==> images/layers.png <==
Only two layers are drawn.
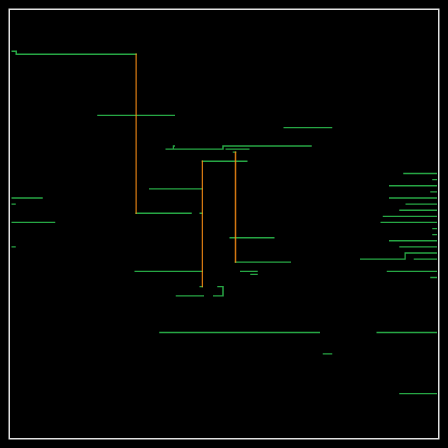
==> images/gates.png <==
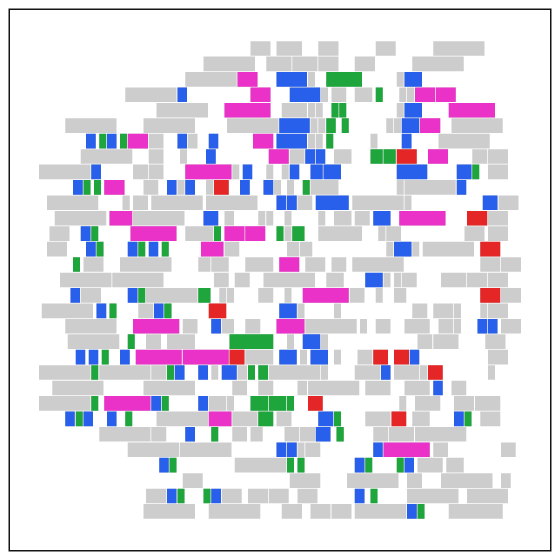
$ cat src/rtl/pc_stack_pkg.sv
// Shared encodings for the program counter / return stack: stack ops, nibble sources,
// and the subcycle numbering used by the address drive.
package pc_stack_pkg;

  typedef enum logic [1:0] {
    StackNone = 2'd0,
    StackPush = 2'd1,
    StackPop  = 2'd2,
    StackRsvd = 2'd3
  } stack_op_e;

  typedef enum logic [1:0] {
    PcFromData = 2'd0,
    PcFromInst = 2'd1,
    PcFromReg  = 2'd2,
    PcFromNone = 2'd3
  } pc_src_e;

  localparam int unsigned PcWidth = 12;
  localparam logic [2:0] LastFetchCycle = 3'd2;
  localparam logic [2:0] LastCycle = 3'd7;

  function automatic logic [3:0] pc_nibble(input logic [PcWidth-1:0] pc, input logic [2:0] cyc);
    logic [3:0] nib;
    case (cyc)
      3'd0:    nib = pc[3:0];
      3'd1:    nib = pc[7:4];
      3'd2:    nib = pc[11:8];
      default: nib = 4'h0;
    endcase
    return nib;
  endfunction

endpackage

$ cat src/rtl/pc_stack_if.sv
// Control and bus signals between cpu_control (master) and pc_stack (slave).
interface pc_stack_if;
  import pc_stack_pkg::*;

  logic [2:0]         cycle;
  logic [3:0]         data_in;
  logic [3:0]         inst_operand;
  logic [3:0]         reg_value;
  logic [1:0]         pc_next_sel;
  logic [2:0]         pc_write_enable;
  logic [1:0]         pc_control;
  logic               reg_out_enable;
  logic [3:0]         addr_out;
  logic               addr_out_en;
  logic [PcWidth-1:0] pc;

  modport master (
    output cycle, data_in, inst_operand, reg_value, pc_next_sel, pc_write_enable,
    output pc_control, reg_out_enable,
    input  addr_out, addr_out_en, pc
  );

  modport slave (
    input  cycle, data_in, inst_operand, reg_value, pc_next_sel, pc_write_enable,
    input  pc_control, reg_out_enable,
    output addr_out, addr_out_en, pc
  );
endinterface

$ cat src/rtl/pc_stack.sv
// Program counter with a circular return stack; the active PC is stack[ptr] and is emitted
// on the 4-bit bus one nibble per subcycle during cycles 0-2.
module pc_stack
  import pc_stack_pkg::*;
#(
  parameter int unsigned DEPTH = 4
) (
  input logic      clock,
  input logic      reset_n,
  pc_stack_if.slave bus
);

  localparam int unsigned PtrW = $clog2(DEPTH);
  typedef logic [PtrW-1:0] ptr_t;

  logic [PcWidth-1:0] stack_q [DEPTH];
  ptr_t               ptr_q, ptr_d, ptr_inc, ptr_dec;
  logic               indirect_q, indirect_d;
  logic [PcWidth-1:0] cur_pc, base_pc, next_pc;
  logic [3:0]         src_nib;
  logic               do_inc, wr_ok, push, pop;

  always_comb begin
    cur_pc  = stack_q[ptr_q];
    // An indirect (FIN) data fetch borrows the address bus and must not advance the PC.
    do_inc  = (bus.cycle == LastFetchCycle) && !indirect_q && !bus.reg_out_enable;
    base_pc = do_inc ? cur_pc + 12'd1 : cur_pc;

    src_nib = bus.data_in;
    wr_ok   = 1'b1;
    case (bus.pc_next_sel)
      PcFromData: src_nib = bus.data_in;
      PcFromInst: src_nib = bus.inst_operand;
      PcFromReg:  src_nib = bus.reg_value;
      default:    wr_ok = 1'b0;
    endcase

    next_pc = base_pc;
    for (int i = 0; i < 3; i++) begin
      if (wr_ok && bus.pc_write_enable[i]) next_pc[4*i +: 4] = src_nib;
    end

    push    = (bus.pc_control == StackPush);
    pop     = (bus.pc_control == StackPop);
    ptr_inc = ptr_q + ptr_t'(1);
    ptr_dec = ptr_q - ptr_t'(1);
    ptr_d   = push ? ptr_inc : (pop ? ptr_dec : ptr_q);

    indirect_d = indirect_q;
    if (bus.cycle == LastCycle) begin
      indirect_d = 1'b0;
    end else if (bus.reg_out_enable && (bus.cycle <= 3'd1)) begin
      indirect_d = 1'b1;
    end
  end

  always_ff @(posedge clock or negedge reset_n) begin
    if (!reset_n) begin
      for (int unsigned i = 0; i < DEPTH; i++) stack_q[i] <= '0;
      ptr_q      <= '0;
      indirect_q <= 1'b0;
    end else begin
      // Pop leaves the pre-pop slot holding next_pc; push copies it as the return address.
      stack_q[ptr_q] <= next_pc;
      if (push) stack_q[ptr_inc] <= next_pc;
      ptr_q      <= ptr_d;
      indirect_q <= indirect_d;
    end
  end

  assign bus.addr_out_en = reset_n && (bus.cycle <= LastFetchCycle) && !bus.reg_out_enable;
  assign bus.addr_out    = bus.addr_out_en ? pc_nibble(cur_pc, bus.cycle) : 4'h0;
  assign bus.pc          = cur_pc;

endmodule

$ cat src/flat_wrapper.sv
// flat-port wrapper written by rule: the top's interface ports become plain ports
module pc_stack_flat import pc_stack_pkg::*;
#(
  parameter int unsigned DEPTH = 4
)
  (clock, reset_n, bus_cycle, bus_data_in, bus_inst_operand, bus_reg_value, bus_pc_next_sel, bus_pc_write_enable, bus_pc_control, bus_reg_out_enable, bus_addr_out, bus_addr_out_en, bus_pc);
  pc_stack_if bus_i ();
  input logic clock;
  input logic reset_n;
  input wire logic [$bits(bus_i.cycle)-1:0] bus_cycle;
  input wire logic [$bits(bus_i.data_in)-1:0] bus_data_in;
  input wire logic [$bits(bus_i.inst_operand)-1:0] bus_inst_operand;
  input wire logic [$bits(bus_i.reg_value)-1:0] bus_reg_value;
  input wire logic [$bits(bus_i.pc_next_sel)-1:0] bus_pc_next_sel;
  input wire logic [$bits(bus_i.pc_write_enable)-1:0] bus_pc_write_enable;
  input wire logic [$bits(bus_i.pc_control)-1:0] bus_pc_control;
  input wire logic [$bits(bus_i.reg_out_enable)-1:0] bus_reg_out_enable;
  output wire logic [$bits(bus_i.addr_out)-1:0] bus_addr_out;
  output wire logic [$bits(bus_i.addr_out_en)-1:0] bus_addr_out_en;
  output wire logic [$bits(bus_i.pc)-1:0] bus_pc;
  assign bus_i.cycle = bus_cycle;
  assign bus_i.data_in = bus_data_in;
  assign bus_i.inst_operand = bus_inst_operand;
  assign bus_i.reg_value = bus_reg_value;
  assign bus_i.pc_next_sel = bus_pc_next_sel;
  assign bus_i.pc_write_enable = bus_pc_write_enable;
  assign bus_i.pc_control = bus_pc_control;
  assign bus_i.reg_out_enable = bus_reg_out_enable;
  assign bus_addr_out = bus_i.addr_out;
  assign bus_addr_out_en = bus_i.addr_out_en;
  assign bus_pc = bus_i.pc;
  pc_stack #(.DEPTH(DEPTH)) u_core (.clock(clock), .reset_n(reset_n), .bus(bus_i));
endmodule
$ cat config.mk
export PLATFORM = sky130hd
export DESIGN_NAME = pc_stack_flat
export DESIGN_NICKNAME = d
export VERILOG_FILES = /design/src/rtl/pc_stack_pkg.sv /design/src/rtl/pc_stack_if.sv /design/src/rtl/pc_stack.sv /design/src/flat_wrapper.sv
export SDC_FILE = /design/constraint.sdc
export NUM_CORES = 1
export LEC_CHECK = 0
export CORE_MARGIN = 5
export CORE_UTILIZATION = 45
export CTS_CLUSTER_SIZE = 40
export DETAILED_ROUTE_END_ITERATION = 6
export HOLD_SLACK_MARGIN = 0.05
export PLACE_DENSITY_LB_ADDON = 0.1
export SKIP_LAST_GASP = 1
export SLEW_MARGIN = 20
export SYNTH_ARGS = -nofsm -noshare
export SYNTH_HDL_FRONTEND = slang
export SYNTH_SLANG_ARGS = --single-unit
$ cat constraint.sdc
create_clock -name clock -period 2.95 [get_ports clock]
set_input_delay 0.59 -clock clock [delete_from_list [all_inputs] [get_ports clock]]
set_output_delay 0.59 -clock clock [all_outputs]
set_load 0.01 [all_outputs]
==> flow_summary.rst <==
Synthesis and place-and-route
=============================

.. list-table::
   :header-rows: 1

   * - Metric
     - Value
   * - M1 WL
     - 4.27 mm
   * - Number of antenna violations at the first check in global routing
     - 0
   * - Final wirelength
     - 9.03 mm
   * - P_clk
     - 417 uW
   * - Ant diodes
     - 0
   * - Most crowded layer after global routing
     - met2
   * - Die height
     - 95.2 um
   * - Pins Over Slew Limit
     - 0
   * - Via-per-instance ratio
     - 5.45
   * - Synthesized-area fraction occupied by and/or/nand/nor cells
     - 17.2%
   * - Shortest period the worst path allows
     - 2820 ps
   * - ClkCell Share
     - 2.18%
   * - Cell area after synthesis
     - 0.00327 mm2
   * - Worst Reg-to-Reg Cells
     - 9
   * - Cell with the largest stage delay on the worst path
     - sky130_fd_sc_hd__mux4_2
   * - Final design instance area without fill
     - 0.00408 mm2
   * - Largest area class, layout
     - combinational gates
   * - Wire length of the first global-routing pass
     - 14.4 mm
   * - Total placed cells including tap cells
     - 484
   * - 1st-pass router iterations
     - 4
   * - Clock insertion delay at the later pin of the skew report
     - 310 ps
   * - Status
     - complete, no violations
   * - Hpwl dp
     - 6.57 mm
   * - Required time at the endpoint of the critical path
     - 2360 ps
   * - Cell area power density
     - 1150 mW/mm2
   * - MI comb area
     - 0.00182 mm2
   * - Tapcell Cnt
     - 99
   * - Main area contributors
     - sky130_fd_sc_hd__dfrtp_1 39%, sky130_fd_sc_hd__mux4_2 7.6%, sky130_fd_sc_hd__nor2_1 5.3%
   * - Clock network power share
     - 8.8%
   * - Seq area share
     - 31.3%
   * - Non-clock buffer count in the final layout
     - 81
   * - Cell with the most instances on the worst path
     - sky130_fd_sc_hd__buf_4
   * - Leading cell type by number of instances after synthesis
     - sky130_fd_sc_hd__dfrtp_1
   * - Vias in the first global route
     - 2,656
   * - Flip-flop count of the largest register after layout
     - 48
   * - Post-cts hold-fix buffer tally
     - 0
Notes on layers.png above:
| layer | color | wire length |
|---|---|---|
| M4 | orange | 87.7 um |
| M3 | green | 382 um |

Notes on gates.png above:
| family | color | cells |
|---|---|---|
| aoi and oai cells | blue | 80 |
| non-inverting ao/oa cells | red | 12 |
| mux cells | magenta | 28 |
| nand cells | green | 55 |
most used logic cell in the final layout: sky130_fd_sc_hd__dfrtp_1
final std cells w/o fill: 505
Comb area share: 44.6%

Power figures rest on the tool's default switching activity, not on a simulated workload.
